congestion_map.png
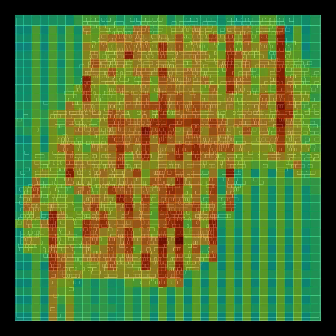
pinout.png
Drawn at 2 px/micron. Pins as bars across the die edge, other pins in gray.
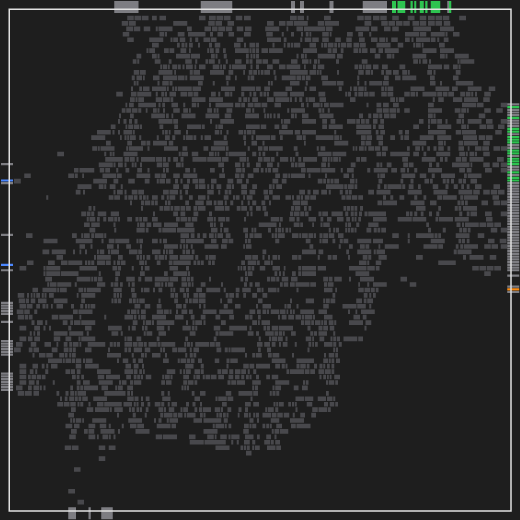
m2.png
Drawn at 2 px/micron.
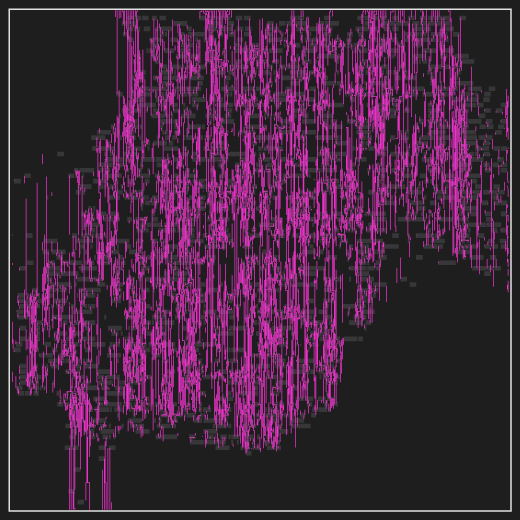
**config.mk**
```make
export PLATFORM = sky130hd
export DESIGN_NAME = mult_div_unit
export DESIGN_NICKNAME = d
export VERILOG_FILES = /design/src/rtl/mult_div_pkg.sv /design/src/rtl/mult_div_sign_fix.sv /design/src/rtl/mult_div_unit.sv
export SDC_FILE = /design/constraint.sdc
export NUM_CORES = 1
export LEC_CHECK = 0
export CAP_MARGIN = 20
export CORE_UTILIZATION = 27
export DETAILED_ROUTE_END_ITERATION = 8
export PLACE_DENSITY = 0.54
export SYNTH_ARGS = -nofsm -noshare
export SYNTH_HDL_FRONTEND = slang
export SYNTH_SLANG_ARGS = --single-unit
```
**constraint.sdc**
```tcl
create_clock -name clk -period 4.5 [get_ports clk]
set_input_delay 0.675 -clock clk [delete_from_list [all_inputs] [get_ports clk]]
set_output_delay 0.675 -clock clk [all_outputs]
set_load 0.02 [all_outputs]
```
**src/rtl/mult_div_pkg.sv**
```systemverilog
`default_nettype none
// ============================================================================
// Module   : mult_div_pkg
// Brief    : Operation and FSM state encodings shared by the multiply/divide unit.
// Revision : 1.0 - initial release
// ============================================================================
package mult_div_pkg;

    localparam logic [1:0] OP_MULTU = 2'b00;
    localparam logic [1:0] OP_MULT  = 2'b01;
    localparam logic [1:0] OP_DIVU  = 2'b10;
    localparam logic [1:0] OP_DIV   = 2'b11;

    typedef enum logic [1:0] {
        IDLE = 2'd0,
        CALC = 2'd1,
        FIX  = 2'd2
    } state_t;

endpackage
`default_nettype wire

```
**src/rtl/mult_div_sign_fix.sv**
```systemverilog
`default_nettype none
// ============================================================================
// Module   : mult_div_sign_fix
// Brief    : Conditional two's-complement negation (absolute value / sign fix).
// Revision : 1.0 - initial release
// ============================================================================
module mult_div_sign_fix #(
    parameter int W = 32
) (
    input  logic [W-1:0] i_value,
    input  logic         i_negate,
    output logic [W-1:0] o_result
);

    assign o_result = i_negate ? (~i_value + W'(1)) : i_value;

endmodule
`default_nettype wire

```
**src/rtl/mult_div_unit.sv**
```systemverilog
`default_nettype none
// ============================================================================
// Module   : mult_div_unit
// Brief    : Iterative HI/LO multiply/divide unit, one bit per cycle, N+1 cycle latency.
// Revision : 1.0 - initial release
// ============================================================================
module mult_div_unit
    import mult_div_pkg::*;
#(
    parameter int N = 32
) (
    input  logic         clk,
    input  logic         reset,
    input  logic         start,
    input  logic [1:0]   op,
    input  logic [N-1:0] operand_a,
    input  logic [N-1:0] operand_b,
    input  logic         hi_we,
    input  logic         lo_we,
    input  logic [N-1:0] write_data,
    output logic [N-1:0] hi,
    output logic [N-1:0] lo,
    output logic         busy,
    output logic         done
);

    localparam int               CNT_W       = $clog2(N + 1);
    localparam logic [CNT_W-1:0] c_last_step = CNT_W'(N - 1);

    state_t           r_state;
    state_t           w_next_state;
    logic             r_is_div;
    logic             r_neg_q;
    logic             r_neg_r;
    logic             r_div0;
    logic [N-1:0]     r_a_raw;
    logic [N-1:0]     r_b;
    logic [N-1:0]     r_ah;
    logic [N-1:0]     r_al;
    logic [N-1:0]     r_hi;
    logic [N-1:0]     r_lo;
    logic [CNT_W-1:0] r_cnt;
    logic             r_done;

    logic             w_signed;
    logic             w_is_div;
    logic             w_accept;
    logic [N-1:0]     w_mag_a;
    logic [N-1:0]     w_mag_b;
    logic [N:0]       w_sum;
    logic [N:0]       w_shift;
    logic             w_ge;
    logic [N-1:0]     w_diff;
    logic [2*N-1:0]   w_prod_fix;
    logic [N-1:0]     w_quo_fix;
    logic [N-1:0]     w_rem_fix;

    assign w_signed = (op == OP_MULT) || (op == OP_DIV);
    assign w_is_div = (op == OP_DIVU) || (op == OP_DIV);
    assign w_accept = (r_state == IDLE) && start;

    mult_div_sign_fix #(.W(N)) u_abs_a (
        .i_value  (operand_a),
        .i_negate (w_signed & operand_a[N-1]),
        .o_result (w_mag_a)
    );

    mult_div_sign_fix #(.W(N)) u_abs_b (
        .i_value  (operand_b),
        .i_negate (w_signed & operand_b[N-1]),
        .o_result (w_mag_b)
    );

    mult_div_sign_fix #(.W(2*N)) u_fix_prod (
        .i_value  ({r_ah, r_al}),
        .i_negate (r_neg_q),
        .o_result (w_prod_fix)
    );

    mult_div_sign_fix #(.W(N)) u_fix_quo (
        .i_value  (r_al),
        .i_negate (r_neg_q),
        .o_result (w_quo_fix)
    );

    mult_div_sign_fix #(.W(N)) u_fix_rem (
        .i_value  (r_ah),
        .i_negate (r_neg_r),
        .o_result (w_rem_fix)
    );

    // Multiply: {r_ah,r_al} shifts right, r_al holds the remaining multiplier bits.
    assign w_sum   = {1'b0, r_ah} + (r_al[0] ? {1'b0, r_b} : '0);
    // Divide: {r_ah,r_al} shifts left, r_ah is the partial remainder, r_al collects quotient bits.
    // A successful trial always leaves a difference below the divisor, so N bits suffice.
    assign w_shift = {r_ah, r_al[N-1]};
    assign w_ge    = w_shift >= {1'b0, r_b};
    assign w_diff  = w_shift[N-1:0] - r_b;

    always_ff @(posedge clk) begin
        if (!reset) begin
            r_state <= IDLE;
        end else begin
            r_state <= w_next_state;
        end
    end

    always_comb begin
        w_next_state = r_state;
        busy         = 1'b0;
        case (r_state)
            IDLE: begin
                if (start) begin
                    w_next_state = CALC;
                end
            end
            CALC: begin
                busy = 1'b1;
                if (r_cnt == c_last_step) begin
                    w_next_state = FIX;
                end
            end
            FIX: begin
                busy         = 1'b1;
                w_next_state = IDLE;
            end
            default: w_next_state = IDLE;
        endcase
    end

    always_ff @(posedge clk) begin
        if (!reset) begin
            r_is_div <= 1'b0;
            r_neg_q  <= 1'b0;
            r_neg_r  <= 1'b0;
            r_div0   <= 1'b0;
            r_a_raw  <= '0;
            r_b      <= '0;
            r_ah     <= '0;
            r_al     <= '0;
            r_cnt    <= '0;
            r_hi     <= '0;
            r_lo     <= '0;
            r_done   <= 1'b0;
        end else begin
            r_done <= 1'b0;
            if (w_accept) begin
                r_is_div <= w_is_div;
                r_neg_q  <= w_signed & (operand_a[N-1] ^ operand_b[N-1]);
                r_neg_r  <= w_signed & operand_a[N-1];
                r_div0   <= w_is_div && (operand_b == '0);
                r_a_raw  <= operand_a;
                r_b      <= w_mag_b;
                r_ah     <= '0;
                r_al     <= w_mag_a;
                r_cnt    <= '0;
            end else if (r_state == CALC) begin
                r_cnt <= r_cnt + CNT_W'(1);
                if (r_is_div) begin
                    r_ah <= w_ge ? w_diff : w_shift[N-1:0];
                    r_al <= {r_al[N-2:0], w_ge};
                end else begin
                    r_ah <= w_sum[N:1];
                    r_al <= {w_sum[0], r_al[N-1:1]};
                end
            end else if (r_state == FIX) begin
                r_done <= 1'b1;
                if (!r_is_div) begin
                    {r_hi, r_lo} <= w_prod_fix;
                end else if (r_div0) begin
                    r_hi <= r_a_raw;
                    r_lo <= '1;
                end else begin
                    r_hi <= w_rem_fix;
                    r_lo <= w_quo_fix;
                end
            end else begin
                // Idle with no start: MTHI/MTLO writes land here only.
                if (hi_we) begin
                    r_hi <= write_data;
                end
                if (lo_we) begin
                    r_lo <= write_data;
                end
            end
        end
    end

    assign hi   = r_hi;
    assign lo   = r_lo;
    assign done = r_done;

endmodule
`default_nettype wire

```
==> results.txt <==
fresh numbers from the pnr run: worst setup path endpoint=r_ah[25]$_SDFFE_PP0P_, Post-synth ARST share=0%, register area share after synthesis=24.7%, CP startpoint=r_al[0]$_SDFFE_PN0N_, Avg Synthesized Cell Area=7.43 sq um, Yosys Chip Area=0.0166 sq mm, type of origin of the critical path=flip-flop, MUX area fraction=3.80%, Post-CTS Resized=0, first-pass GRT wire length=101000 microns, port buffer count=168, grt met2 use=31.7%, max layer used=met4, Pre-Place Util=27.4%, worst hold-check path type=reg2reg, DRC=0, Commonest flop=dfxtp_1, layout cell share with drive strength beyond 1=6.53%, hold_buf cts=0, H-tree level count=1, Finished Cell Area=0.0200 sq mm, core area=0.0606 sq mm, Clock Pin Slew Worst Setup and Hold Paths=60 ps, XOR Share, Synth=9.80%, Crit path depth=12, combinational share of power=34.4%, dpl cell area=0.0191 sq mm, R2R Path End=r_ah[25]$_SDFFE_PP0P_, Registers, synthesis=205, Crit path top cell by count=a21oi_1, clock share of power=33.9%, reg2reg start=r_al[0]$_SDFFE_PN0N_, maximum clock frequency=248 MHz, Area leader share=24.7%, largest net degree at the start of global routing=103, Setup CP Type=reg2reg, ANT nets after route=0, synth cell count leaders=nand2_1 (351), dfxtp_1 (205), o21ai_0 (189), via density per instance=5.53, worst reg2reg path depth=12, Internal Power=4.33 mW, antenna diode count=0, Setup Fix Bufs, Post-CTS=0, row count=90, Switching Power=2.58 mW, crit path max fanout=9, Sw Share=37.3%, most area-hungry cell type in the Yosys netlist=dfxtp_1, Least-Margin Pin Slew=1100 ps, clk_lat worst skew=570 ps, Initial DRC Count=1446, Comb group=2.38 mW, Bufs and invs on worst path=1, yosys adder share=5.73%, Top delay family on crit path=AND-OR/OR-AND gates, maxcap violations=0, reg-to-reg slack, setup=470 ps, Worst Clk Skew=18.8 ps, crit path DAT=4530 ps, Final Max Tran Viols=0, CP Capture Type=flip-flop, YS warnings=0, number of global-route vias before repair=16400, final hold vios=0, Peak VDD IR=0.208 mV, Slowest Stage Delay on Critical Path=610 ps, hold depth=2, WL met1=32000 microns, status=finished clean, CP required=5000 ps, Sequential Power Share=31.7%, maximum clock insertion buffer count=3
About congestion_map.png:
post-DR wirelength/cell: 21.2 microns
GR met3 Demand/Resource: 2.67%
gr usage total: 20.5%
busiest layer in global routing: met2
GR Layer Usage met1: 30.3%

About pinout.png:
- green: lo (pins 32; direction output; edge 17 north, 15 east)
- blue: op (pins 2; direction input; edge west)
- orange: start (pins 1; direction input; edge east)
Die Wd: 250 microns
die height: 250 microns

About m2.png:
- main direction: vertical
- wire length on this layer: 28.8 mm

layout by cell type, fill, tap and decap left out, types with 6 or more instances in the layout:
cell type        netlist  routed
o31ai_1               32      32
mux2_2                 7       7
a221oi_1               7       7
a31oi_1               20      20
a21o_1                21      21
o21a_1                17      17
and2_1                12      11
and3_1                14      14
clkdlybuf4s50_1        0     167
o221ai_1              38      38
nor3_1                34      34
xnor2_1              119     119
nand3_1               44      44
nand4_1               15      15
o211a_1               53      53
dfxtp_1              205     203
o211ai_1              38      38
nand2_1              351     350
xor2_1                67      67
o21ai_0              189     189
clkbuf_16              0      29
inv_1                 67      67
a211oi_1               9       9
nor4_1                19      19
o21bai_1               6       6
or2_2                  7       7
or4_1                 13      13
o41ai_1               16      16
or3_1                 30      30
a21boi_0              77      77
mux2i_1               53      53
ha_1                  73      71
a2111oi_0              6       6
a21oi_1              157     157
nor2_1               135     134
buf_4                  0      60
nand2b_1              15      15
through the flow:
step           instances  utilization, %  power, mW  setup WS (ps)  hold slack, ps
2_1_floorplan       2239               -       3.69           1310             438
3_3_place_gp        3074            31.5       4.54            627             453
3_5_place_dp        3074            31.5       4.56            592             459
4_1_cts             3124            33.0       6.92            573             463
5_1_grt             3125            33.1       7.26            136             475
6_report            3125            33.1       6.90            467             467
state kept, by name, indices dropped and copies added, names as in the netlist:
register and count:
r_state 2, r_al 32, r_a_raw 32, r_b 32
r_cnt 6, r_ah 32, r_div0 1, done 1
hi 32, r_neg_r 1, lo 32, r_is_div 1
r_neg_q 1
layout make-up:
class	instances	area [sq um]
fill	6522	40500
multi-input combinational	1791	11600
sequential	205	4110
timing repair buffer	229	2170
tap	782	978
clock buffer	38	800
inverter	68	255
clock inverter	12	156
Power figures rest on the tool's default switching activity, not on a simulated workload.
